File: config.mk
export PLATFORM = sky130hd
export DESIGN_NAME = weight_tile_fifo
export DESIGN_NICKNAME = d
export VERILOG_FILES = /design/src/rtl/weight_tile_fifo.sv
export SDC_FILE = /design/constraint.sdc
export NUM_CORES = 2
export LEC_CHECK = 0
export ABC_AREA = 1
export CORE_MARGIN = 2
export CORE_UTILIZATION = 55
export CTS_CLUSTER_SIZE = 10
export DETAILED_ROUTE_END_ITERATION = 8
export PLACE_DENSITY = 0.8
export REMOVE_ABC_BUFFERS = 1
export SYNTH_ARGS = -nofsm -noshare
export SYNTH_HDL_FRONTEND = slang
export SYNTH_SLANG_ARGS = --single-unit
File: constraint.sdc
create_clock -name clk -period 4.5 [get_ports clk]
set_clock_uncertainty 0.05 [all_clocks]
set_input_delay 0.675 -clock clk [delete_from_list [all_inputs] [get_ports clk]]
set_output_delay 0.675 -clock clk [all_outputs]
set_load 0.005 [all_outputs]
File: src/rtl/weight_tile_fifo.sv
// Tile-granular weight FIFO between the weight loader and the array preload path.
// Rows go in one per cycle; whole tiles stream out row by row, optionally reversed.
module weight_tile_fifo #(
    parameter int WEIGHT_BW    = 8,
    parameter int MATRIX_SIZE  = 8,
    parameter int FIFO_DEPTH   = 4,
    parameter int AF_THRESH    = FIFO_DEPTH - 1,
    parameter bit REVERSE_ROWS = 1'b0
) (
    input  logic                                 clk,
    input  logic                                 rstn,
    input  logic                                 clear_i,
    input  logic                                 wr_valid_i,
    output logic                                 wr_ready_o,
    input  logic [WEIGHT_BW*MATRIX_SIZE-1:0]     wr_data_i,
    input  logic                                 rd_start_i,
    output logic                                 rd_valid_o,
    output logic [WEIGHT_BW*MATRIX_SIZE-1:0]     rd_data_o,
    output logic [$clog2(MATRIX_SIZE)-1:0]       rd_row_o,
    output logic                                 rd_last_o,
    output logic                                 rd_busy_o,
    output logic [$clog2(FIFO_DEPTH+1)-1:0]      tile_count_o,
    output logic                                 empty_o,
    output logic                                 full_o,
    output logic                                 almost_full_o,
    output logic                                 underflow_err_o
);

    localparam int DW = WEIGHT_BW * MATRIX_SIZE;
    localparam int RW = $clog2(MATRIX_SIZE);
    localparam int TW = $clog2(FIFO_DEPTH);
    localparam int PW = TW + 1;
    localparam int CW = $clog2(FIFO_DEPTH + 1);
    localparam int AW = $clog2(FIFO_DEPTH * MATRIX_SIZE);
    localparam int SLOTS = FIFO_DEPTH * MATRIX_SIZE;

    typedef enum logic {
        S_IDLE,
        S_STREAM
    } state_e;

    state_e state_q, state_d;

    logic [PW-1:0] wr_ptr_q, wr_ptr_d;
    logic [PW-1:0] rd_ptr_q, rd_ptr_d;
    logic [RW-1:0] wr_row_q, wr_row_d;
    logic [RW-1:0] rd_cnt_q, rd_cnt_d;
    logic [CW-1:0] count_q, count_d;
    logic          rd_valid_q, rd_valid_d;
    logic          rd_last_q, rd_last_d;
    logic [DW-1:0] rd_data_q, rd_data_d;
    logic [RW-1:0] rd_row_q, rd_row_d;
    logic          uf_q, uf_d;

    logic [DW-1:0] mem_q [SLOTS];

    logic          empty, full;
    logic          wr_fire, wr_last, commit;
    logic          emit, last_row, free;
    logic [RW-1:0] phys_row;
    logic [AW-1:0] wr_addr, rd_addr;

    // Wrap bits distinguish a full ring from an empty one.
    assign empty = (wr_ptr_q == rd_ptr_q);
    assign full  = (wr_ptr_q[TW-1:0] == rd_ptr_q[TW-1:0])
                && (wr_ptr_q[TW] != rd_ptr_q[TW]);

    assign wr_fire = wr_valid_i && !full;
    assign wr_last = (wr_row_q == RW'(MATRIX_SIZE - 1));
    assign commit  = wr_fire && wr_last;

    assign phys_row = REVERSE_ROWS ? (RW'(MATRIX_SIZE - 1) - rd_cnt_q)
                                   : rd_cnt_q;

    assign wr_addr = AW'(wr_ptr_q[TW-1:0]) * AW'(MATRIX_SIZE)
                   + AW'(wr_row_q);
    assign rd_addr = AW'(rd_ptr_q[TW-1:0]) * AW'(MATRIX_SIZE)
                   + AW'(phys_row);

    always_ff @(posedge clk) begin
        if (!rstn || clear_i) begin
            state_q  <= S_IDLE;
            rd_cnt_q <= '0;
        end else begin
            state_q  <= state_d;
            rd_cnt_q <= rd_cnt_d;
        end
    end

    always_comb begin
        state_d  = state_q;
        rd_cnt_d = rd_cnt_q;
        unique case (state_q)
            S_IDLE: begin
                if (rd_start_i && !empty) begin
                    state_d  = S_STREAM;
                    rd_cnt_d = '0;
                end
            end
            S_STREAM: begin
                if (last_row) begin
                    rd_cnt_d = '0;
                    if (!(rd_start_i && (count_d != '0))) begin
                        state_d = S_IDLE;
                    end
                end else begin
                    rd_cnt_d = rd_cnt_q + RW'(1);
                end
            end
            default: state_d = S_IDLE;
        endcase
    end

    always_comb begin
        emit     = (state_q == S_STREAM);
        last_row = emit && (rd_cnt_q == RW'(MATRIX_SIZE - 1));
        free     = last_row;
    end

    always_comb begin
        wr_ptr_d = wr_ptr_q;
        wr_row_d = wr_row_q;
        rd_ptr_d = rd_ptr_q;
        count_d  = count_q;
        if (wr_fire) begin
            if (wr_last) begin
                wr_row_d = '0;
                wr_ptr_d = wr_ptr_q + PW'(1);
            end else begin
                wr_row_d = wr_row_q + RW'(1);
            end
        end
        if (free) begin
            rd_ptr_d = rd_ptr_q + PW'(1);
        end
        unique case ({commit, free})
            2'b10:   count_d = count_q + CW'(1);
            2'b01:   count_d = count_q - CW'(1);
            default: count_d = count_q;
        endcase
    end

    always_comb begin
        rd_valid_d = emit;
        rd_last_d  = last_row;
        rd_data_d  = emit ? mem_q[rd_addr] : rd_data_q;
        rd_row_d   = emit ? phys_row : rd_row_q;
        uf_d       = uf_q || (rd_start_i && empty && (state_q == S_IDLE));
    end

    always_ff @(posedge clk) begin
        if (!rstn || clear_i) begin
            wr_ptr_q   <= '0;
            rd_ptr_q   <= '0;
            wr_row_q   <= '0;
            count_q    <= '0;
            rd_valid_q <= 1'b0;
            rd_last_q  <= 1'b0;
            rd_data_q  <= '0;
            rd_row_q   <= '0;
            uf_q       <= 1'b0;
        end else begin
            wr_ptr_q   <= wr_ptr_d;
            rd_ptr_q   <= rd_ptr_d;
            wr_row_q   <= wr_row_d;
            count_q    <= count_d;
            rd_valid_q <= rd_valid_d;
            rd_last_q  <= rd_last_d;
            rd_data_q  <= rd_data_d;
            rd_row_q   <= rd_row_d;
            uf_q       <= uf_d;
        end
    end

    // Row storage carries no reset; pointers alone define what is valid.
    always_ff @(posedge clk) begin
        if (wr_fire) begin
            mem_q[wr_addr] <= wr_data_i;
        end
    end

    assign wr_ready_o      = !full;
    assign rd_valid_o      = rd_valid_q;
    assign rd_data_o       = rd_data_q;
    assign rd_row_o        = rd_row_q;
    assign rd_last_o       = rd_last_q;
    assign rd_busy_o       = rd_valid_q;
    assign tile_count_o    = count_q;
    assign empty_o         = empty;
    assign full_o          = full;
    assign almost_full_o   = (count_q >= CW'(AF_THRESH));
    assign underflow_err_o = uf_q;

endmodule

M1 wires:
Drawn at 1 px/um.
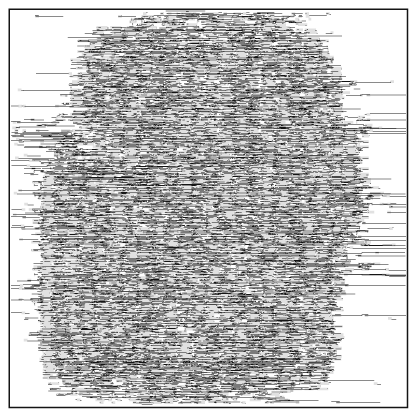
main direction: horizontal
nets with wire on the layer: 6634
routing usage on met1: 0.3688
routed via count: 56630

M2 wires:
Drawn at 1 px/um.
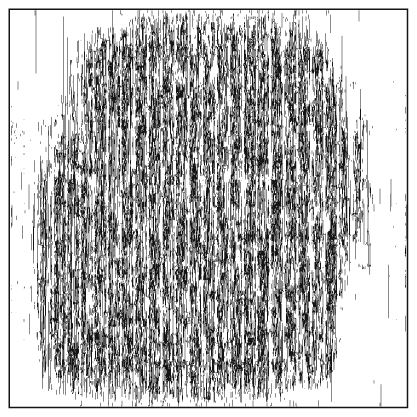
longest straight run: 121 um
wire length on this layer: 104 mm
nets with wire on the layer: 5421
DRT Wirelength: 217.8 mm
met2 Use GR: 0.4352

The metal 3 layer:
Drawn at 1 px/um.
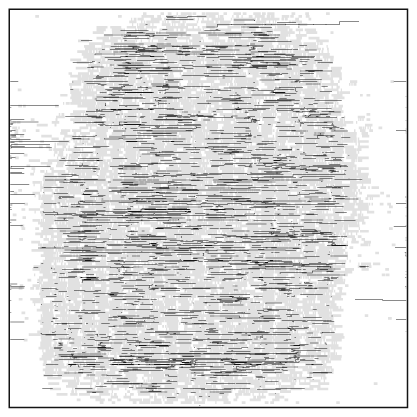
longest straight run: 140 um
share of all routed wire: 12%
nets with wire on the layer: 655
M3 GR Usage: 0.05441

M4 wires:
Drawn at 1 px/um.
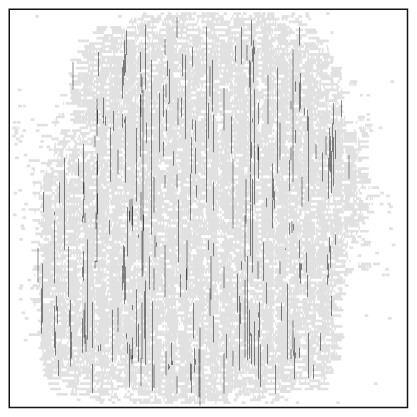
share of all routed wire: 3.9%
longest straight run: 186 um
wire length on this layer: 8390 um

Congestion heat map:
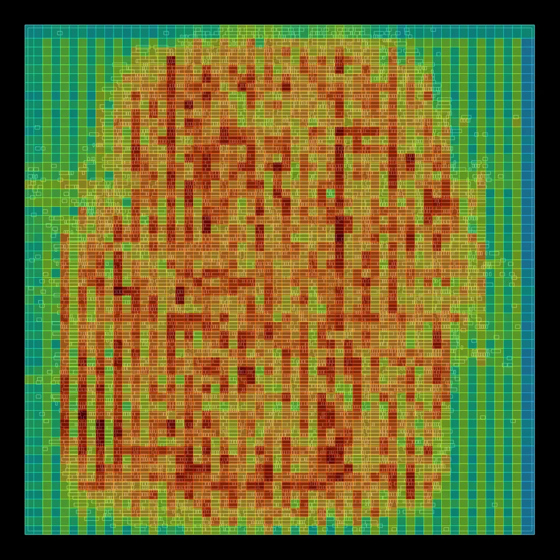
routed length per instance: 23.48 um
final core utilization: 0.6193

==> changes_impl.md <==
## Implementation

* Status: complete, no violations
* Post-synth area hogs: edfxtp_1 (73%), nand3_1 (12%), nand2_1 (9.5%)
* Tapcells inserted at about 2000
* Startpoint types: flip-flop
* Max reg flops at 2048
* Final Cycle Share at 0.7815
* Fin area at 95180 um2
* Largest net degree at the start of global routing at between 200 and 250
* Setup CP Type: flip-flop to flip-flop
* Fill cells at 10620
* Crit path max fanout at 32
* Hold Slack at between 0.4 and 0.5 ns
* Clk. pwr at approximately 0.017 W
* Residual DRC count at 0
* Setup ws final at approximately 0.98 ns
* Pins Over Slew Limit at 0
* Worst slack, placed at about 0.89 ns
* Crit path from: rd_ptr_q[0]$_SDFFE_PP0P_
* Post-synth EDFFs at between 2000 and 2500
* Slew Limit Headroom at 0.07559
* Worst-margin pin slew at between 1 and 1.5 ns
* # Cells Yosys at ~7000
* Flop count at 2134
* Hold Vio Cnt, Final at 0
* Mi-comb count at between 4000 and 5000
* Row cnt at roughly 140
* Flop share of the area at 0.6644
* FF-to-FF path depth at 7
* Seq. pwr at ~0.022 W
* Leak at approximately 33 nW
* Total CTS buffers at about 230
* Maxcap violations at 0
* Placer Congestion at around 0.81
* Fraction of area in multi-input gates at 0.2025
* Synth cell count leaders: nand2_1 (2143), edfxtp_1 (2048), nand3_1 (1986)
* Pwr Density at about 410 nW/um2
* Placement Cell Area at 88520 um2
* Setup TNS at 0 ns
* Post-synth seq share at 0.7454
* Postcts setup bufs at 0
* Setup crit end: mem_q[12][60]$_DFFE_PP_
* Gate Area at 19270 um2
* Reg with most FFs: mem_q
* CP Data Arrival Time at approximately 4.0 ns
* Endpoint, Worst Hold: rd_ptr_q[2]$_SDFFE_PP0P_
* # hold bufs at CTS at 0
* Psw at between 0.007 and 0.008 W
* R2r setup slk at roughly 0.98 ns
* Count leader, synth: nand2_1
* Total congestion overflow at 0
* Hold Path Origin: rd_ptr_q[2]$_SDFFE_PP0P_
* Synthesized instance count at 7040
* Largest buffer count on any clock path at 3
* Unique cell types at 24
* Clock Latency Late Sink at approximately 0.85 ns
* GRT Total Usage at 0.2730
* Number of vias per cell at 6.105
* Placed cells at between 8000 and 9000
* Slowest cell delay on critical path at around 0.73 ns
* Hold crit path type: flip-flop to flip-flop
* Unrepaired setup endpoints after global routing: false
* Antenna Nets Post-Route at 0
* CP max-delay cell: dfxtp_4
* IO Count at 147
* HPWL Detailed at ~110 mm
* Comb pwr at roughly 0.00061 W
* Layout cells sized above 1 at 0.05849
* Reg power frac at 0.555
* Vias in the first global route at ~56000
* Post-synth ARST share at 0
* Critical path endpoint category: flip-flop
* Net count, final at 7168
* Die width at approximately 400 um
* TritonCTS clock tree: done
* CP cell instances: xnor2_1, nand3_1, nand2_1, inv_1, nand2_1, nor2_4, buf_4
* Fmax at between 200 and 300 MHz
==> per-layer routing <==
| metal | up-vias | global-route usage | part of all wire |
|---|---|---|---|
| li1 | 24990 | - | - |
| met1 | 27030 | 0.3688 | 0.37 |
| met2 | 3985 | 0.4352 | 0.48 |
| met3 | 621 | 0.05441 | 0.12 |
| met4 | 2 | 0.1155 | 0.038 |
| met5 | - | 0 | 0.000032 |
==> cell families (layout without fill, tap and decap cells) <==
| group | after synthesis | count (layout) | synth area share |
|---|---|---|---|
| compound gates | 31 | 31 | 0.001874 |
| other cells | 0 | 1 | 0 |
| fa+ha+maj | 14 | 14 | 0.002154 |
| simple gates | 4302 | 4302 | 0.2197 |
| flops | 2134 | 2134 | 0.7454 |
| buf+inv | 553 | 745 | 0.03021 |
| xor+xnor | 6 | 6 | 0.0006196 |
No activity file was given, so power comes from the tool's default toggle rates.
